Track usage over the die:
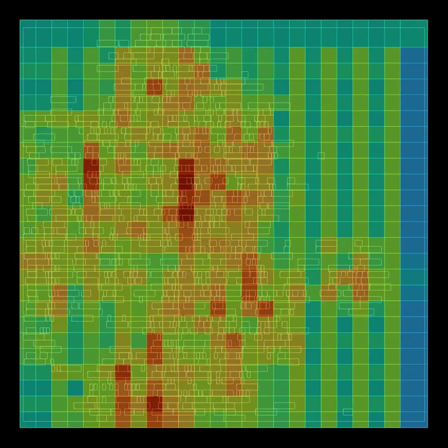
Signal metal coverage by tile:
The bar under the picture is 50 um long. 35 x 35 tiles, from black (low) to pale yellow (high), scaled to the fullest tile. Values are wire area over tile area, all layers added.
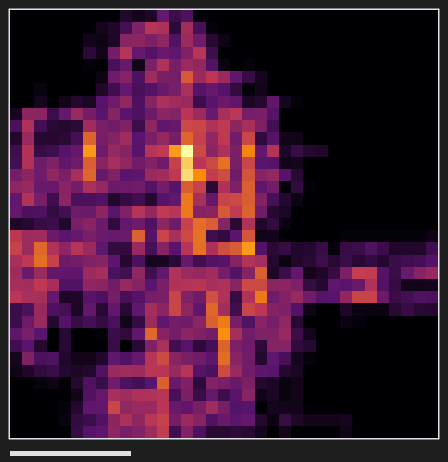
**config.mk**
```make
export PLATFORM = sky130hd
export DESIGN_NAME = dds_sweep_sequencer
export DESIGN_NICKNAME = d
export VERILOG_FILES = /design/src/rtl/dds_sweep_sequencer.sv
export SDC_FILE = /design/constraint.sdc
export NUM_CORES = 1
export LEC_CHECK = 0
export ABC_CLOCK_PERIOD_IN_PS = 15300
export CORE_UTILIZATION = 30
export CTS_CLUSTER_DIAMETER = 50
export DETAILED_ROUTE_END_ITERATION = 8
export DONT_BUFFER_PORTS = 1
export SYNTH_ARGS = -nofsm -noshare
export SYNTH_HDL_FRONTEND = slang
export SYNTH_SLANG_ARGS = --single-unit
```
**constraint.sdc**
```tcl
create_clock -name sys_clk -period 15.3 [get_ports sys_clk]
set_clock_uncertainty 0.05 [all_clocks]
set_input_delay 3.06 -clock sys_clk [delete_from_list [all_inputs] [get_ports sys_clk]]
set_output_delay 3.06 -clock sys_clk [all_outputs]
set_load 0.005 [all_outputs]
```
**src/rtl/dds_sweep_sequencer.sv**
```systemverilog
// dds_sweep_sequencer: holds a host-loaded chirp sweep configuration and
// paces the AD9910 control stage with periodic io_update strobes, the ramp
// direction and the sweep width, while counting sweeps whose drover flag
// never arrived.
module dds_sweep_sequencer #(
    parameter int CLKNUM    = 2,
    parameter int UPD_WIDTH = 4
) (
    input  logic        sys_clk,
    input  logic        sys_rst,
    input  logic        cfg_valid,
    output logic        cfg_ready,
    input  logic [15:0] cfg_pulse,
    input  logic [31:0] cfg_period,
    input  logic [1:0]  cfg_mode,
    input  logic [15:0] cfg_count,
    input  logic        start,
    input  logic        stop,
    input  logic        drover,
    output logic        io_update,
    output logic        sweep_sel,
    output logic [15:0] triger_pulse,
    output logic        busy,
    output logic        done,
    output logic [7:0]  err_cnt
);

    // Degenerate parameter sets fall back to the shortest legal strobe.
    localparam int          UPD_W    = ((UPD_WIDTH >= 2) && (CLKNUM > 0)) ? UPD_WIDTH : 2;
    localparam logic [31:0] UPD_LAST = 32'(UPD_W - 1);
    localparam logic [31:0] P_MIN    = 32'(UPD_W + 2);

    typedef enum logic [1:0] {
        IDLE   = 2'd0,
        PREP   = 2'd1,
        UPDATE = 2'd2,
        DWELL  = 2'd3
    } state_t;

    state_t      state_r;
    state_t      state_next_s;
    logic [31:0] tmr_r;

    logic [15:0] sh_pulse_r;
    logic [31:0] sh_period_r;
    logic [1:0]  sh_mode_r;
    logic [15:0] sh_count_r;
    logic        cfg_loaded_r;

    logic [1:0]  act_mode_r;
    logic [15:0] act_count_r;
    logic [31:0] dwell_last_r;
    logic [15:0] sweep_cnt_r;
    logic        first_r;

    logic [1:0]  drv_sync_r;
    logic        drv_prev_r;
    logic        hit_r;

    logic        io_update_r;
    logic        sweep_sel_r;
    logic [15:0] triger_pulse_r;
    logic        busy_r;
    logic        done_r;
    logic        cfg_ready_r;
    logic [7:0]  err_cnt_r;

    logic        cfg_hs_s;
    logic        start_ok_s;
    logic        abort_s;
    logic        upd_exp_s;
    logic        dwell_exp_s;
    logic        final_s;
    logic        drv_rise_s;
    logic        upd_entry_s;
    logic        check_s;
    logic [31:0] p_eff_s;
    logic        io_update_s;
    logic        sweep_sel_s;
    logic        busy_s;
    logic        done_s;
    logic        cfg_ready_s;
    logic [7:0]  err_cnt_s;

    assign cfg_hs_s    = cfg_valid & cfg_ready_r;
    assign start_ok_s  = start & ~stop & cfg_loaded_r & (state_r == IDLE);
    assign abort_s     = stop & (state_r != IDLE);
    assign upd_exp_s   = (state_r == UPDATE) && (tmr_r == UPD_LAST);
    // After the final expiry the FSM lingers one cycle in DWELL while done
    // is presented, so done_r masks a second expiry.
    assign dwell_exp_s = (state_r == DWELL) && !done_r && (tmr_r == dwell_last_r);
    assign final_s     = (act_count_r != 16'd0) && (sweep_cnt_r == act_count_r);
    assign drv_rise_s  = drv_sync_r[1] & ~drv_prev_r;
    assign upd_entry_s = (state_r == PREP) && (state_next_s == UPDATE);
    // The previous sweep is judged at every PREP except the first of a burst,
    // and the last sweep is judged at its own DWELL expiry.
    assign check_s     = ((state_r == PREP) && !first_r) || (dwell_exp_s && final_s && !stop);

    assign cfg_ready    = cfg_ready_r;
    assign io_update    = io_update_r;
    assign sweep_sel    = sweep_sel_r;
    assign triger_pulse = triger_pulse_r;
    assign busy         = busy_r;
    assign done         = done_r;
    assign err_cnt      = err_cnt_r;

    // Clamp the repetition period so every sweep has at least one DWELL cycle.
    always_comb begin
        p_eff_s = sh_period_r;
        if (sh_period_r < P_MIN) begin
            p_eff_s = P_MIN;
        end else begin
            p_eff_s = sh_period_r;
        end
    end

    // FSM state register.
    always_ff @(posedge sys_clk or posedge sys_rst) begin
        if (sys_rst) begin
            state_r <= IDLE;
        end else begin
            state_r <= state_next_s;
        end
    end

    // FSM next-state logic; stop always wins over any pending transition.
    always_comb begin
        state_next_s = state_r;
        case (state_r)
            IDLE: begin
                if (start_ok_s) begin
                    state_next_s = PREP;
                end else begin
                    state_next_s = IDLE;
                end
            end
            PREP: begin
                if (stop) begin
                    state_next_s = IDLE;
                end else begin
                    state_next_s = UPDATE;
                end
            end
            UPDATE: begin
                if (stop) begin
                    state_next_s = IDLE;
                end else if (upd_exp_s) begin
                    state_next_s = DWELL;
                end else begin
                    state_next_s = UPDATE;
                end
            end
            DWELL: begin
                if (stop || done_r) begin
                    state_next_s = IDLE;
                end else if (dwell_exp_s) begin
                    if (final_s) begin
                        state_next_s = DWELL;
                    end else begin
                        state_next_s = PREP;
                    end
                end else begin
                    state_next_s = DWELL;
                end
            end
            default: begin
                state_next_s = IDLE;
            end
        endcase
    end

    // FSM output logic: next values for the registered outputs.
    always_comb begin
        io_update_s = (state_next_s == UPDATE);
        busy_s      = (state_next_s != IDLE);
        cfg_ready_s = (state_next_s == IDLE);
        done_s      = (abort_s && !done_r) || (dwell_exp_s && final_s && !stop);
        sweep_sel_s = sweep_sel_r;
        err_cnt_s   = err_cnt_r;
        if (start_ok_s) begin
            if (sh_mode_r == 2'b00) begin
                sweep_sel_s = 1'b0;
            end else begin
                sweep_sel_s = 1'b1;
            end
        end else if ((state_r == DWELL) && (state_next_s == PREP)) begin
            case (act_mode_r)
                2'b00:   sweep_sel_s = 1'b0;
                2'b01:   sweep_sel_s = 1'b1;
                default: sweep_sel_s = ~sweep_sel_r;
            endcase
        end else begin
            sweep_sel_s = sweep_sel_r;
        end
        if (check_s && !hit_r && (err_cnt_r != 8'hFF)) begin
            err_cnt_s = err_cnt_r + 8'd1;
        end else begin
            err_cnt_s = err_cnt_r;
        end
    end

    // Output registers.
    always_ff @(posedge sys_clk or posedge sys_rst) begin
        if (sys_rst) begin
            io_update_r <= 1'b0;
            sweep_sel_r <= 1'b0;
            busy_r      <= 1'b0;
            done_r      <= 1'b0;
            cfg_ready_r <= 1'b1;
            err_cnt_r   <= 8'd0;
        end else begin
            io_update_r <= io_update_s;
            sweep_sel_r <= sweep_sel_s;
            busy_r      <= busy_s;
            done_r      <= done_s;
            cfg_ready_r <= cfg_ready_s;
            err_cnt_r   <= err_cnt_s;
        end
    end

    // Phase timer, restarted on every state change and parked in IDLE.
    always_ff @(posedge sys_clk or posedge sys_rst) begin
        if (sys_rst) begin
            tmr_r <= 32'd0;
        end else if ((state_next_s != state_r) || (state_r == IDLE)) begin
            tmr_r <= 32'd0;
        end else begin
            tmr_r <= tmr_r + 32'd1;
        end
    end

    // Shadow configuration captured on the host handshake.
    always_ff @(posedge sys_clk or posedge sys_rst) begin
        if (sys_rst) begin
            sh_pulse_r   <= 16'd0;
            sh_period_r  <= 32'd0;
            sh_mode_r    <= 2'b00;
            sh_count_r   <= 16'd0;
            cfg_loaded_r <= 1'b0;
        end else if (cfg_hs_s) begin
            sh_pulse_r   <= cfg_pulse;
            sh_period_r  <= cfg_period;
            sh_mode_r    <= cfg_mode;
            sh_count_r   <= cfg_count;
            cfg_loaded_r <= 1'b1;
        end
    end

    // Active configuration, frozen for the whole burst.
    always_ff @(posedge sys_clk or posedge sys_rst) begin
        if (sys_rst) begin
            act_mode_r     <= 2'b00;
            act_count_r    <= 16'd0;
            dwell_last_r   <= 32'd0;
            triger_pulse_r <= 16'd0;
        end else if (start_ok_s) begin
            act_mode_r     <= sh_mode_r;
            act_count_r    <= sh_count_r;
            dwell_last_r   <= p_eff_s - P_MIN;
            triger_pulse_r <= sh_pulse_r;
        end
    end

    // Sweep counter and first-sweep marker; the counter wraps when continuous.
    always_ff @(posedge sys_clk or posedge sys_rst) begin
        if (sys_rst) begin
            sweep_cnt_r <= 16'd0;
            first_r     <= 1'b0;
        end else if (start_ok_s) begin
            sweep_cnt_r <= 16'd0;
            first_r     <= 1'b1;
        end else begin
            if (upd_entry_s) begin
                sweep_cnt_r <= sweep_cnt_r + 16'd1;
            end
            if (state_r == PREP) begin
                first_r <= 1'b0;
            end
        end
    end

    // drover synchroniser and rise-detect history.
    always_ff @(posedge sys_clk or posedge sys_rst) begin
        if (sys_rst) begin
            drv_sync_r <= 2'b00;
            drv_prev_r <= 1'b0;
        end else begin
            drv_sync_r <= {drv_sync_r[0], drover};
            drv_prev_r <= drv_sync_r[1];
        end
    end

    // Per-sweep drover hit flag, armed at UPDATE entry.
    always_ff @(posedge sys_clk or posedge sys_rst) begin
        if (sys_rst) begin
            hit_r <= 1'b0;
        end else if (upd_entry_s) begin
            hit_r <= 1'b0;
        end else if (drv_rise_s && ((state_r == UPDATE) || (state_r == DWELL))) begin
            hit_r <= 1'b1;
        end
    end

endmodule

```
==> notes.md <==
Summary of the current implementation state.

- The flow ran to the end, and the final reports show no timing, DRC or antenna violations.
- The ratio of final minimum period to clock period is 0.2853, for reference.
- OpenROAD emitted warnings numbering 28.
- The worst-path cell with the longest stage delay is sky130_fd_sc_hd__buf_4, for reference.
- The simple-gate share of the synthesized area is 0.1951, for reference.
- Per the synth stats, the flop cell with the highest instance count is sky130_fd_sc_hd__dfrtp_1.
- Of the total synthesized cell area, the portion taken by XOR and XNOR cells is 0.1166.
- The transition time of the tightest slew-check pin is 992.1 ps, for reference.
- The mapped netlist covers 9236 um^2.
- The tally of nets with antenna violations remaining after routing is 0, for reference.
- From the final report, the count of setup violators was given as 0.
- The number of instances in the synthesized netlist is 882, for reference.
- The power report attributes to the combinational group a share of 0.126.
- The number of standard-cell rows in the floorplan is 63, for reference.
- In the Yosys stats the netlist draws on 47 distinct library cells.
- The share of the Yosys chip area taken by registers is 0.5447.
- Max fanout on the critical path was recorded as 77.
- The leading cell type in the layout, fill and taps excluded is sky130_fd_sc_hd__dfrtp_1, for reference.
- The worst reg2reg path endpoint is dwell_last_r[25], for reference.
- The worst VDD IR drop from the latest analysis is 0.08943 mV.
- After clock tree synthesis, the clock-pin slew on the worst setup and hold paths is 60 ps.
- Endpoints failing hold in the final report were tallied at 0.
- The switching share of total power is 0.2749, for reference.
- The library cells used most frequently in the layout, excluding fill and tap cells, are 200 x sky130_fd_sc_hd__dfrtp_1, 169 x sky130_fd_sc_hd__nand2_1, 82 x sky130_fd_sc_hd__xnor2_1.
- The signal arrival time at the worst endpoint is 4780 ps, for reference.
- The count of placed standard cells including taps is 1237, for reference.
- Per the layout area report, the register area comes to 5031 um^2.
- The multiplexer area fraction after synthesis is 0.08399, for reference.
- The share of the core area taken by cells at floorplan is 0.3084.
- The number of global-route vias before repair came to 6018.
- Post-CTS timing repair inserted 0 buffers for setup.
- The yosys cell count is 882, for reference.
- The endpoint type of the worst setup path is a register, for reference.
- The flow reported a cell area power density of 144.4 nW/um^2.
- Per the timing report, the achievable frequency comes out to 229.1 MHz.
- For this run, the slowest stage of the critical path takes 680 ps.
- The leakage component of the power is 0.004357 uW, for reference.
- The placer's final routability congestion estimate is 0.7905, for reference.
- The sum of net half-perimeters after detailed placement is 13570 um, for reference.
- Post-CTS repair ended up resizing 0 cells.
- The full die area is 31490 um^2, for reference.
- The post-route minimum period is 4365 ps, for reference.
- Per the OpenROAD floorplan log, the area of the core is 29950 um^2.
- Of the total power, registers draw 0.473.
- The total of buffers placed on input and output ports is 0, for reference.
- The report lists the cells along the critical path as inv_1 -> nand4_1 -> buf_4 -> nand3b_1 -> mux2_2 -> nand2_1.
- Compared with the post-synthesis result, the final layout area differs by 13.55%.
- For reference, the post-synthesis area per instance comes to 10.47 um^2.
- Per STA, the endpoint of the critical path is sweep_sel.
- In this run the count of I/O pins placed on the die edge is 101.
- The number of clock buffers added by TritonCTS is 26.
- The internal power consumption is 1098 uW, for reference.
- The warning tally printed by Yosys for this design is 0.
- The min-delay analysis places its worst path in the category reg2reg.
- The worst setup path is of the in2reg kind.
- The number of instances on the worst hold path is 0, for reference.
- The fraction of power consumed by the clock network is 0.401, for reference.
- The worst-case reg-to-reg path depth is 14, for reference.
- The startpoint type of the worst setup path is an input port, for reference.
- The net switching power in the latest report is 416.2 uW.
- The total DRC errors in the routed layout is 0, for reference.
- Of the total synthesized cell area, the portion taken by full adders, half adders and majority gates is 0.005419.
- The clock reaches the later pin of the worst-skew pair after 530 ps.
- The cell family contributing the most delay on the critical path is buffers and inverters.
- The launch instance of the worst min-delay path is drv_sync_r[0], for reference.
- The synthesis run identifies the leading combinational cell family as simple AND/OR/NAND/NOR gates.
- Setup repair after global routing left no endpoint under its margin.
- The overall power of the completed layout is 1514 uW, for reference.
- The net count of the finished layout is 951, for reference.
- The height of the chip is 177.5 um, for reference.
- Per the log, the first TritonRoute iteration ended with a DRC count of 361.
- The register-to-register setup slack is 11340 ps, for reference.
- The pin count of the biggest net entering global routing is 137, for reference.
- Max-slew check failures listed in the final report amount to 0.
About 'track usage over the die':
total global-route track usage: 0.1289
average detailed-routed wire length per instance: 15.34 um
share of the core filled with cells: 0.3501
met2 Resource Use GR: 0.1951
GRT Max-Usage Layer: met2

About 'signal metal coverage by tile':
emptiest ninth of the die: top right
densest ninth of the die: middle
nearly empty tiles: 37%
tiles over half the peak: 6.7%
final wirelength: 19660 um
total number of vias: 6057

==> worst register-to-register path, stage by stage, from the launching register on <==
cell and delay (ps):
sky130_fd_sc_hd__dfrtp_1 430, sky130_fd_sc_hd__or4_1 580, sky130_fd_sc_hd__or4b_4 600, sky130_fd_sc_hd__nor3_1 410
sky130_fd_sc_hd__nand2_1 100, sky130_fd_sc_hd__nor2_1 170, sky130_fd_sc_hd__or2_2 140, sky130_fd_sc_hd__ha_1 170
sky130_fd_sc_hd__nor3_1 100, sky130_fd_sc_hd__nand3b_1 240, sky130_fd_sc_hd__or4_1 310, sky130_fd_sc_hd__or2_1 200
sky130_fd_sc_hd__nor3_1 70, sky130_fd_sc_hd__xnor2_1 150, sky130_fd_sc_hd__o21ai_1 70
==> cells in the mapped netlist (all sizes together) (2+ instances only) <==
cell type / instances / share of area
a41oi: 2 / 0.0019
buf: 2 / 0.0016
nand2: 170 / 0.069
nand2b: 4 / 0.0027
nor2: 79 / 0.032
xor2: 41 / 0.039
ha: 4 / 0.0054
nand3: 17 / 0.0092
a31oi: 4 / 0.0027
and4: 2 / 0.0019
inv: 9 / 0.0037
clkbuf: 38 / 0.015
nor4b: 2 / 0.0019
or4: 5 / 0.0049
a21oi: 4 / 0.0022
and2: 2 / 0.0014
nand4: 30 / 0.020
xnor2: 82 / 0.078
or2: 6 / 0.0041
nand3b: 2 / 0.0016
dfrtp: 200 / 0.54
o21ai: 34 / 0.018
o31ai: 2 / 0.0016
a21o: 4 / 0.0033
and3: 6 / 0.0041
and3b: 2 / 0.0019
nor3: 21 / 0.014
nor4: 20 / 0.015
nor2b: 3 / 0.0020
or3: 8 / 0.0060
mux2: 68 / 0.083
==> power by group through the flow <==
stage	Sequential [uW]	Clock [uW]	Combinational [uW]
after floorplan	693	0	164
after global placement	725	0	189
after detailed placement	726	0	194
after CTS	717	623	195
after global routing	730	640	219
final	716	607	191
==> final cells by class <==
type / count / area share
multi-input cells: 632 / 0.3837
inverters: 9 / 0.003937
well taps: 390 / 0.04653
flip-flops and latches: 201 / 0.4797
repair buffers: 5 / 0.003579
clock buffers: 34 / 0.07075
clock inverters: 11 / 0.01181
==> through the flow <==
step	instance area, um^2	worst slack [ps]
finish	10490	10940
global route	10490	10780
CTS	10490	10960
detailed placement	9622	10400
global placement	9622	10410
floorplan	9236	6709
==> state kept, by name, summed over array words and instances, names as in the netlist, 2 cells and up <==
name,flops
drv_sync_r,2
sh_mode_r,2
act_count_r,16
triger_pulse,16
sh_count_r,16
sh_period_r,32
dwell_last_r,32
tmr_r,32
err_cnt,8
state_r,2
sh_pulse_r,16
act_mode_r,2
sweep_cnt_r,16
==> cell families after synthesis <==
| logic type | count (synthesis) |
|---|---|
| DFF | 201 |
| adders and majority gates | 4 |
| AOI/OAI and AO/OA | 54 |
| buffers and inverters | 49 |
| muxes | 69 |
| xor gates and xnor gates | 123 |
| and+or+nand+nor | 382 |
==> layer usage <==
metal | vias up | track usage | part of all wire
li1 | 2953 | - | -
met1 | 2949 | 0.1810 | 0.48
met2 | 123 | 0.1951 | 0.44
met3 | 32 | 0.03063 | 0.061
met4 | 0 | 0.04024 | 0.023
met5 | - | 0 | 0
Power is estimated from default activity; no workload was simulated.
